Design nd_event_counter, sky130hd; sources not shown.
**Run 1: placement by cell class**

Fill, decap, tap and diode cells in grey.
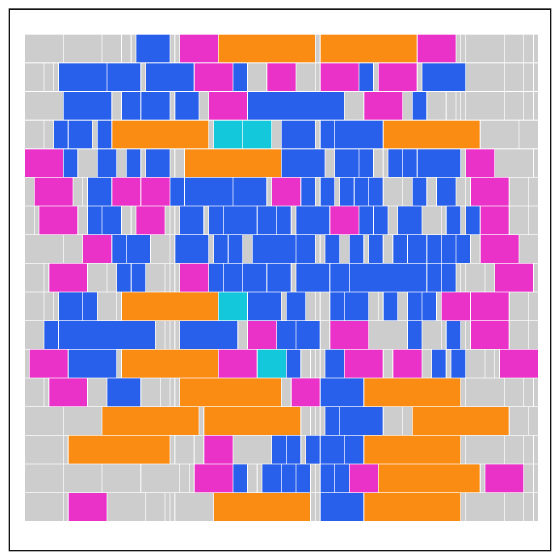
[orange] registers | cells: 17
[blue] remaining logic cells | cells: 116
[magenta] remaining buffers and delay cells | cells: 41
[cyan] clock drivers and dummy loads | cells: 4
standard cell core area: 0.002255 mm2
Non-Filler Cell Area, Final: 0.001582 mm2
FP Rows: 17
final core occ: 70.14%

**Run 1: PDN straps and rails**

The bar under the picture is 20 um long. Pins as bars on the die edge.
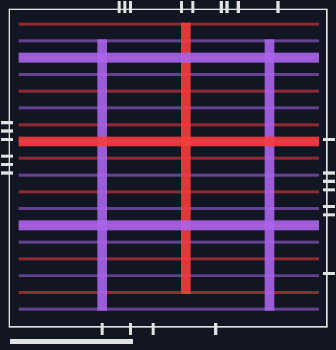
[purple] VSS
[red] VDD
met1 rails: 18
met4 straps: 3
rows: 17
die width: 51.25 um
die height: 51.25 um
IR drop worst, VDD: 516.5 uV

**Run 1: metal layers overlaid**

The bar under the picture is 20 um long. Only two layers are drawn.
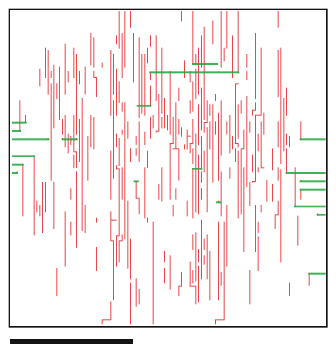
[red] M2 | wire length: 1,250 um
[green] M3 | wire length: 65.5 um
average wire length per cell after detail routing: 11.68 um
final wirelength: 2406 um
total vias in the final route: 1,003
total track usage: 20.67%

**Run 1: clock wires, drivers and flops**

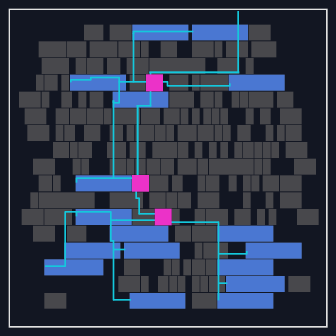
[magenta] clock-net drivers | count: 3
[cyan] clock wires | length: 203 um
[blue] flip-flops | count: 17
routed clock nets: 4
power drawn by the clock network: 0.205 mW
clock network latency to the later pin of the worst-skew pair: 0.29 ns
clock network power share: 21.9%
Layout Skew: 0.001897 ns

==> results_tabular.tex, run 1 <==
% Yosys + OpenROAD metrics
\begin{tabular}{lr}
\hline
Metric & Value \\
\hline
\multicolumn{2}{l}{\textbf{Synth}} \\
\quad Yosys top cell by area & dfrtp\_1 \\
\quad Average cell area after synthesis & 8.025 um2 \\
\quad Dominant register cell & dfrtp\_1 \\
\quad FFs w/ async S/R, synth & 100.0\% \\
\quad Commonest cells in the netlist & 25 x nand2\_1, 21 x inv\_1, 18 x nor2\_1 \\
\quad Unique masters post-synth & 24 \\
\quad Number of cells in the yosys synthesis report & 133 \\
\quad Synth Instances & 133 \\
\quad Fraction of synthesized cell area taken by the top area cell type & between 30\% and 40\% \\
\quad Most common cell in the synthesized netlist & nand2\_1 \\
\quad Post-synthesis instance area & 0.001067 mm2 \\
\quad Count of library flops with an enable pin & 0 \\
\quad Total of flip-flops plus latches after synthesis & 17 \\
\quad Area figure in the yosys stat output & 0.001067 mm2 \\
\quad Portion of the post-synthesis area used by sequential elements & around 40\% \\
\quad Post-synth area hogs & dfrtp\_1 33\%, ha\_1 11\%, nand2\_1 8.8\% \\
\quad Warnings, synthesis & 0 \\
\multicolumn{2}{l}{\textbf{Die}} \\
\quad Boundary Pins & 26 \\
\quad Die area & 0.002627 mm2 \\
\quad Initial core utilization & 47.34\% \\
\multicolumn{2}{l}{\textbf{Worst setup path}} \\
\quad Logic depth of the worst register-to-register path & 12 \\
\quad Crit path launch type & flop \\
\quad Slack of the worst reg-to-reg path & -0.09 ns \\
\quad Nature of the critical path endpoint & flop \\
\quad Critical setup path kind & flop to flop \\
\quad Critical path data required time & 2.09 ns \\
\quad Data arrival time of the critical path & 2.18 ns \\
\quad Critical Path Fanout Max & 7 \\
\multicolumn{2}{l}{\textbf{Timing}} \\
\quad Headroom to the max-slew limit & between 50 and 60\% \\
\quad Final Setup Violations & 1 \\
\quad Post-layout period usage & 104.7\% \\
\quad Sum Neg Setup Slack & -0.08961 ns \\
\quad Max Fclk & 0.5026 GHz \\
\quad Actual slew at the worst max-slew pin & 0.6361 ns \\
\quad Hold Fails Final Rpt & 0 \\
\quad Setup repair after global routing missed its margin & yes \\
\quad Max Transition Viols Final & 0 \\
\quad Worst hold slack after final layout & 0.2633 ns \\
\quad Setup slack of the critical path after layout & -0.08961 ns \\
\quad Final min period & around 2.0 ns \\
\multicolumn{2}{l}{\textbf{Drt}} \\
\quad Routed Antenna Nets & 0 \\
\quad Iteration-0 DRC count of the detailed router & 13 \\
\quad Number of DRC violations after detailed routing & 0 \\
\quad Mean number of vias per cell & roughly 4.9 \\
\quad Number of iterations in the first detailed-routing pass & 4 \\
\multicolumn{2}{l}{\textbf{CTS}} \\
\quad H-tree lvl count & 1 \\
\quad Worst-case clock buffer depth & 2 \\
\quad Number of buffers inserted during clock tree synthesis & 3 \\
\quad \# clock sinks & 17 \\
\quad Buffer type at the clock tree root & clkbuf\_4 \\
\quad CTS tree & built \\
\quad Clock transition time at the flip-flop clock pins of the worst setup and hold paths & 0.11 ns \\
\multicolumn{2}{l}{\textbf{Job}} \\
\quad Max-cap viol count & 0 \\
\quad Tool warnings & 27 \\
\multicolumn{2}{l}{\textbf{Layout}} \\
\quad Synthesis-to-layout area growth & 48.18\% \\
\quad Final net count & 201 \\
\quad Number of flip-flops in the largest register & 8 \\
\quad Antenna Diode Count & 0 \\
\quad Ratio of cells with drive above 1 in the final layout & 30.34\% \\
\multicolumn{2}{l}{\textbf{Pwr}} \\
\quad Seq pwr share & 47.1\% \\
\quad Static leakage power & 0.7696 nW \\
\quad Power density cells & 591.1 mW/mm2 \\
\quad Net switching power figure & 0.3179 mW \\
\quad Internal Dissipation & 0.6170 mW \\
\quad Combinational fraction of design power & around 31\% \\
\quad Proportion of total power due to net switching & 34.00\% \\
\multicolumn{2}{l}{\textbf{Global routing}} \\
\quad Overall overflow remaining after global route & 0 \\
\quad Number of antenna violations at the first check in global routing & 0 \\
\quad Via count of the first global-routing pass & 948 \\
\quad First-pass GRT wire length & between 4000 and 5000 um \\
\quad Maximum number of pins on one net before global-route repair & 18 \\
\multicolumn{2}{l}{\textbf{Placed design}} \\
\quad Placed Area & 0.001443 mm2 \\
\quad Port Buf Inserts & 25 \\
\quad Detailed Place HPWL & 1802 um \\
\multicolumn{2}{l}{\textbf{Outcome}} \\
\quad Violations in the final reports & negative setup slack \\
\quad Run status & finished, violations left \\
\multicolumn{2}{l}{\textbf{Min path}} \\
\quad Min-delay worst type & input pin to async pin \\
\hline
\end{tabular}
## run 1: final cells by class
class                      count  area [um2]
clock buffer                   3       22.52
clock inverter                 1       7.507
fill                         192       673.1
inverter                      25       96.34
multi-input combinational     91       620.6
sequential                    17       429.2
tap                           28       35.03
timing repair buffer          41       370.4
## run 1: worst max-delay path, stage by stage (launching register included)
cell,delay (ns)
dfstp_2,0.56
inv_2,0.05
nor2_4,0.10
nand2_4,0.08
nor2_8,0.14
buf_4,0.14
o21ai_0,0.10
a21oi_2,0.18
ha_1,0.27
nand2_2,0.09
nor2_2,0.05
nand4_1,0.07
nand3_1,0.08
## run 1: cell families (layout without fill, tap and decap cells)
family,count (synthesis),after routing,synth area share [%]
adder cells (fa/ha/maj),9,9,10.55
AND-OR/OR-AND,14,14,7.503
XOR/XNOR,3,3,2.462
AND/OR/NAND/NOR,65,65,30.25
buffers and inverters,25,70,9.028
flip-flops,17,17,40.21
## run 1: cell usage in the layout (no fill, tap or decap), drive strengths merged, types with 2 or more instances in the layout
cell type / n
nor2: 23
ha: 9
dfstp: 3
buf: 16
xor2: 2
dfrtp: 14
clkdlybuf4s50: 25
clkbuf: 3
nand3: 7
nand2: 30
o21ai: 7
nand4: 3
a21oi: 6
inv: 25
## run 1: per-layer routing
layer	global-route usage, %	wire [um]	vias up
met5	0	0	-
met4	5.405	34	0
met3	2.679	65	4
met2	37.28	1253	23
met1	25.75	1053	468
li1	-	-	508
## run 1: power groups by stage
| stage | Combinational, mW | Sequential, mW | Clock, mW |
|---|---|---|---|
| floorplan | 0.116 | 0.486 | 0 |
| global placement | 0.262 | 0.445 | 0 |
| detailed placement | 0.272 | 0.448 | 0 |
| CTS | 0.281 | 0.441 | 0.208 |
| global route | 0.318 | 0.448 | 0.228 |
| finish | 0.289 | 0.441 | 0.205 |
## run 1: metrics by stage
stage,total power [mW],std cells,worst slack [ns]
global route,0.9936,206,-0.2129
detailed placement,0.7196,198,-0.1897
finish,0.9349,206,-0.08961
global placement,0.7066,198,-0.09755
floorplan,0.6017,133,-0.2014
CTS,0.9289,205,-0.08500
## run 1: repair_timing
action	CTS	global route
buffers inserted	3	1
pin swaps	3	3
hold buffers	0	0
endpoints found under the setup margin	1	1
gates resized	8	11
## Run 2: what changed since run 1
CAP_MARGIN = 20   (was default)
**Run 2: metal layers overlaid**

The bar under the picture is 20 um long. Only two layers are drawn.
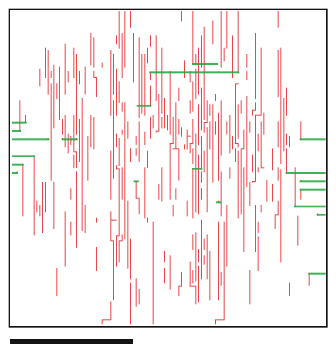
[green] M3 | wire length: 65.5 um
[red] M2 | wire length: 1,250 um

**Run 2: PDN straps and rails**

The bar under the picture is 20 um long. Pins as bars on the die edge.
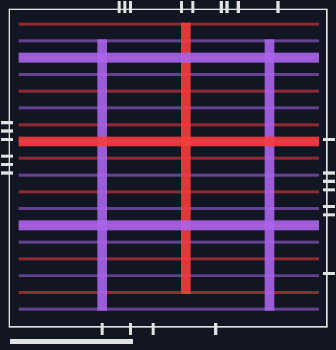
[red] VDD
[purple] VSS
signal pins: 26
met1 rails: 18
met4 straps: 3
rows: 17
met5 straps: 3

==> results_tabular.tex, run 2 <==
% Yosys + OpenROAD metrics
\begin{tabular}{lr}
\hline
Metric & Value \\
\hline
\multicolumn{2}{l}{\textbf{Worst setup path}} \\
\quad Logic depth of the worst register-to-register path & 12 \\
\quad Worst path cell trace & inv\_2 > nor2\_4 > nand2\_4 > nor2\_8 > buf\_4 > o21ai\_0 > a21oi\_2 > ha\_1 > nand2\_2 > nor2\_2 > nand4\_1 > nand3\_1 \\
\quad Critical Path Fanout Max & 7 \\
\quad Nature of the critical path endpoint & flop \\
\quad Slowest stage delay, CP & 0.56 ns \\
\quad Critical path data required time & around 2.1 ns \\
\quad Data arrival time of the critical path & 2.18 ns \\
\multicolumn{2}{l}{\textbf{Layout}} \\
\quad Number of flip-flops in the largest register & 8 \\
\quad Number of fill cells in the layout & about 190 \\
\quad Most numerous logic cell after layout & clkdlybuf4s50\_1 \\
\quad Synthesis-to-layout area growth & 48.18\% \\
\quad Flop area & roughly 430 um2 \\
\quad Final core occ & 70.14\% \\
\quad Final net count & 201 \\
\multicolumn{2}{l}{\textbf{Die}} \\
\quad Die area & 0.002627 mm2 \\
\quad Die width & 51.25 um \\
\quad Die height & 51.25 um \\
\multicolumn{2}{l}{\textbf{Timing}} \\
\quad Hold Fails Final Rpt & 0 \\
\quad Setup slack of the critical path after layout & -0.08961 ns \\
\quad Headroom to the max-slew limit & 57.55\% \\
\quad Final min period & 1.990 ns \\
\quad Post-layout period usage & 104.7\% \\
\quad Final Setup Violations & 1 \\
\quad Worst hold slack after final layout & about 0.26 ns \\
\multicolumn{2}{l}{\textbf{Synth}} \\
\quad Number of cells in the yosys synthesis report & 133 \\
\quad FFs w/ async S/R, synth & 100.0\% \\
\quad Most common cell in the synthesized netlist & nand2\_1 \\
\quad Dominant register cell & dfrtp\_1 \\
\quad Unique masters post-synth & 24 \\
\quad Warnings, synthesis & 0 \\
\quad Synth Instances & approximately 130 \\
\multicolumn{2}{l}{\textbf{Outcome}} \\
\quad Violations in the final reports & negative setup slack \\
\quad Run status & finished, violations left \\
\multicolumn{2}{l}{\textbf{Placed design}} \\
\quad Setup WS pre-CTS & -0.1897 ns \\
\multicolumn{2}{l}{\textbf{CTS}} \\
\quad Hold-fix buffers at CTS & 0 \\
\quad CTS tree & built \\
\quad H-tree lvl count & 1 \\
\quad Clock transition time at the flip-flop clock pins of the worst setup and hold paths & 0.11 ns \\
\quad Worst-case clock buffer depth & 2 \\
\quad Buffer type at the clock tree root & clkbuf\_4 \\
\multicolumn{2}{l}{\textbf{Pwr}} \\
\quad Power density cells & 591.1 mW/mm2 \\
\multicolumn{2}{l}{\textbf{Job}} \\
\quad Tool warnings & 27 \\
\quad Max-cap viol count & 0 \\
\multicolumn{2}{l}{\textbf{Drt}} \\
\quad Iteration-0 DRC count of the detailed router & 13 \\
\multicolumn{2}{l}{\textbf{Global routing}} \\
\quad Number of antenna violations at the first check in global routing & 0 \\
\quad First-pass GRT wire length & 4036 um \\
\quad Maximum number of pins on one net before global-route repair & 18 \\
\hline
\end{tabular}
**Run 2: clock wiring as the flow saved it**

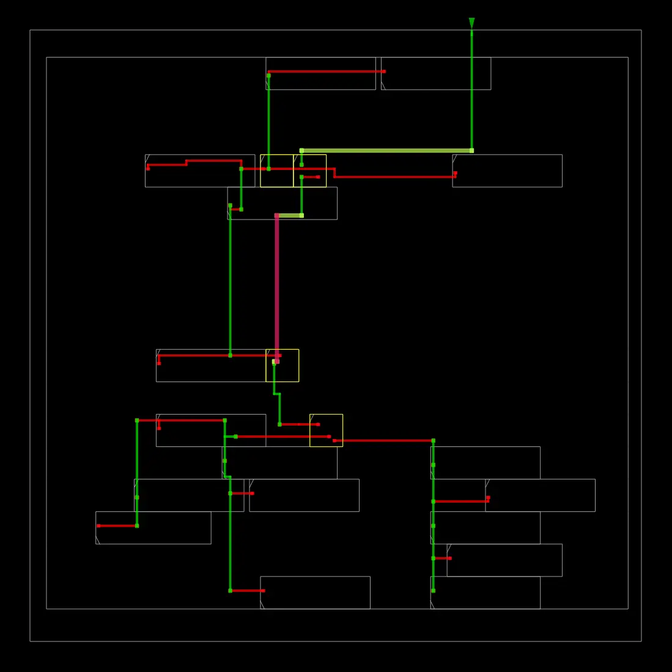
CLK BUF: 3
# clock sinks: 17
number of flip-flops and latches: 17

==> run 2: cell counts in the layout (fill, tap and decap cells not counted) <==
Identical to the previous run, type by type.
==> run 2: layer usage <==
| layer | track usage, % | wire length (um) | share of wire (%) | up-vias |
|---|---|---|---|---|
| met1 | 25.75 | 1053 | 44 | 468 |
| met5 | 0 | 0 | 0 | - |
| met4 | 5.405 | 34 | 1.4 | 0 |
| met3 | 2.679 | 65 | 2.7 | 4 |
| li1 | - | - | - | 508 |
| met2 | 37.28 | 1253 | 52 | 23 |
==> run 2: repair_timing <==
item	4_1_cts	5_1_grt
endpoints found under the setup margin	1	1
resized	8	11
buffers inserted	3	1
pin swaps	3	3
==> run 2: layout make-up <==
type / count / share of cell area, %
multi-input cells: 91 / 39.24
flip-flops and latches: 17 / 27.14
repair buffers: 41 / 23.42
inverters: 25 / 6.092
well taps: 28 / 2.215
clock buffers: 3 / 1.424
clock inverters: 1 / 0.4747
==> run 2: worst max-delay path: cells and delay by family (launching register included) <==
family	cells	cell delay [ns]
and+or+nand+nor	7	0.61
DFF	1	0.56
AOI/OAI and AO/OA	2	0.28
adders and majority gates	1	0.27
buffers and inverters	2	0.19
==> run 2: stage by stage <==
stage          area [um2]  power, mW  instances  setup TNS, ns
3_3_place_gp         1443     0.7066        198       -0.09755
2_1_floorplan        1067     0.6017        133        -0.2014
4_1_cts              1521     0.9289        205       -0.08500
5_1_grt              1582     0.9936        206        -0.2129
3_5_place_dp         1443     0.7196        198        -0.1897
6_report             1582     0.9349        206       -0.08961
==> run 2: power breakdown <==
part | switching, mW | internal, mW | leakage [nW]
combinational | 0.159 | 0.130 | 0.531
clock | 0.125 | 0.0801 | 0.0139
sequential | 0.0338 | 0.407 | 0.225
total | 0.318 | 0.617 | 0.770
==> run 2: cell families (layout without fill, tap and decap cells) <==
kind of cell	count (synthesis)	after routing	share of synthesized area [%]
XOR/XNOR	3	3	2.462
adder cells (fa/ha/maj)	9	9	10.55
buffers and inverters	25	70	9.028
flip-flops	17	17	40.21
AND-OR/OR-AND	14	14	7.503
AND/OR/NAND/NOR	65	65	30.25
Power is estimated from default activity; no workload was simulated.
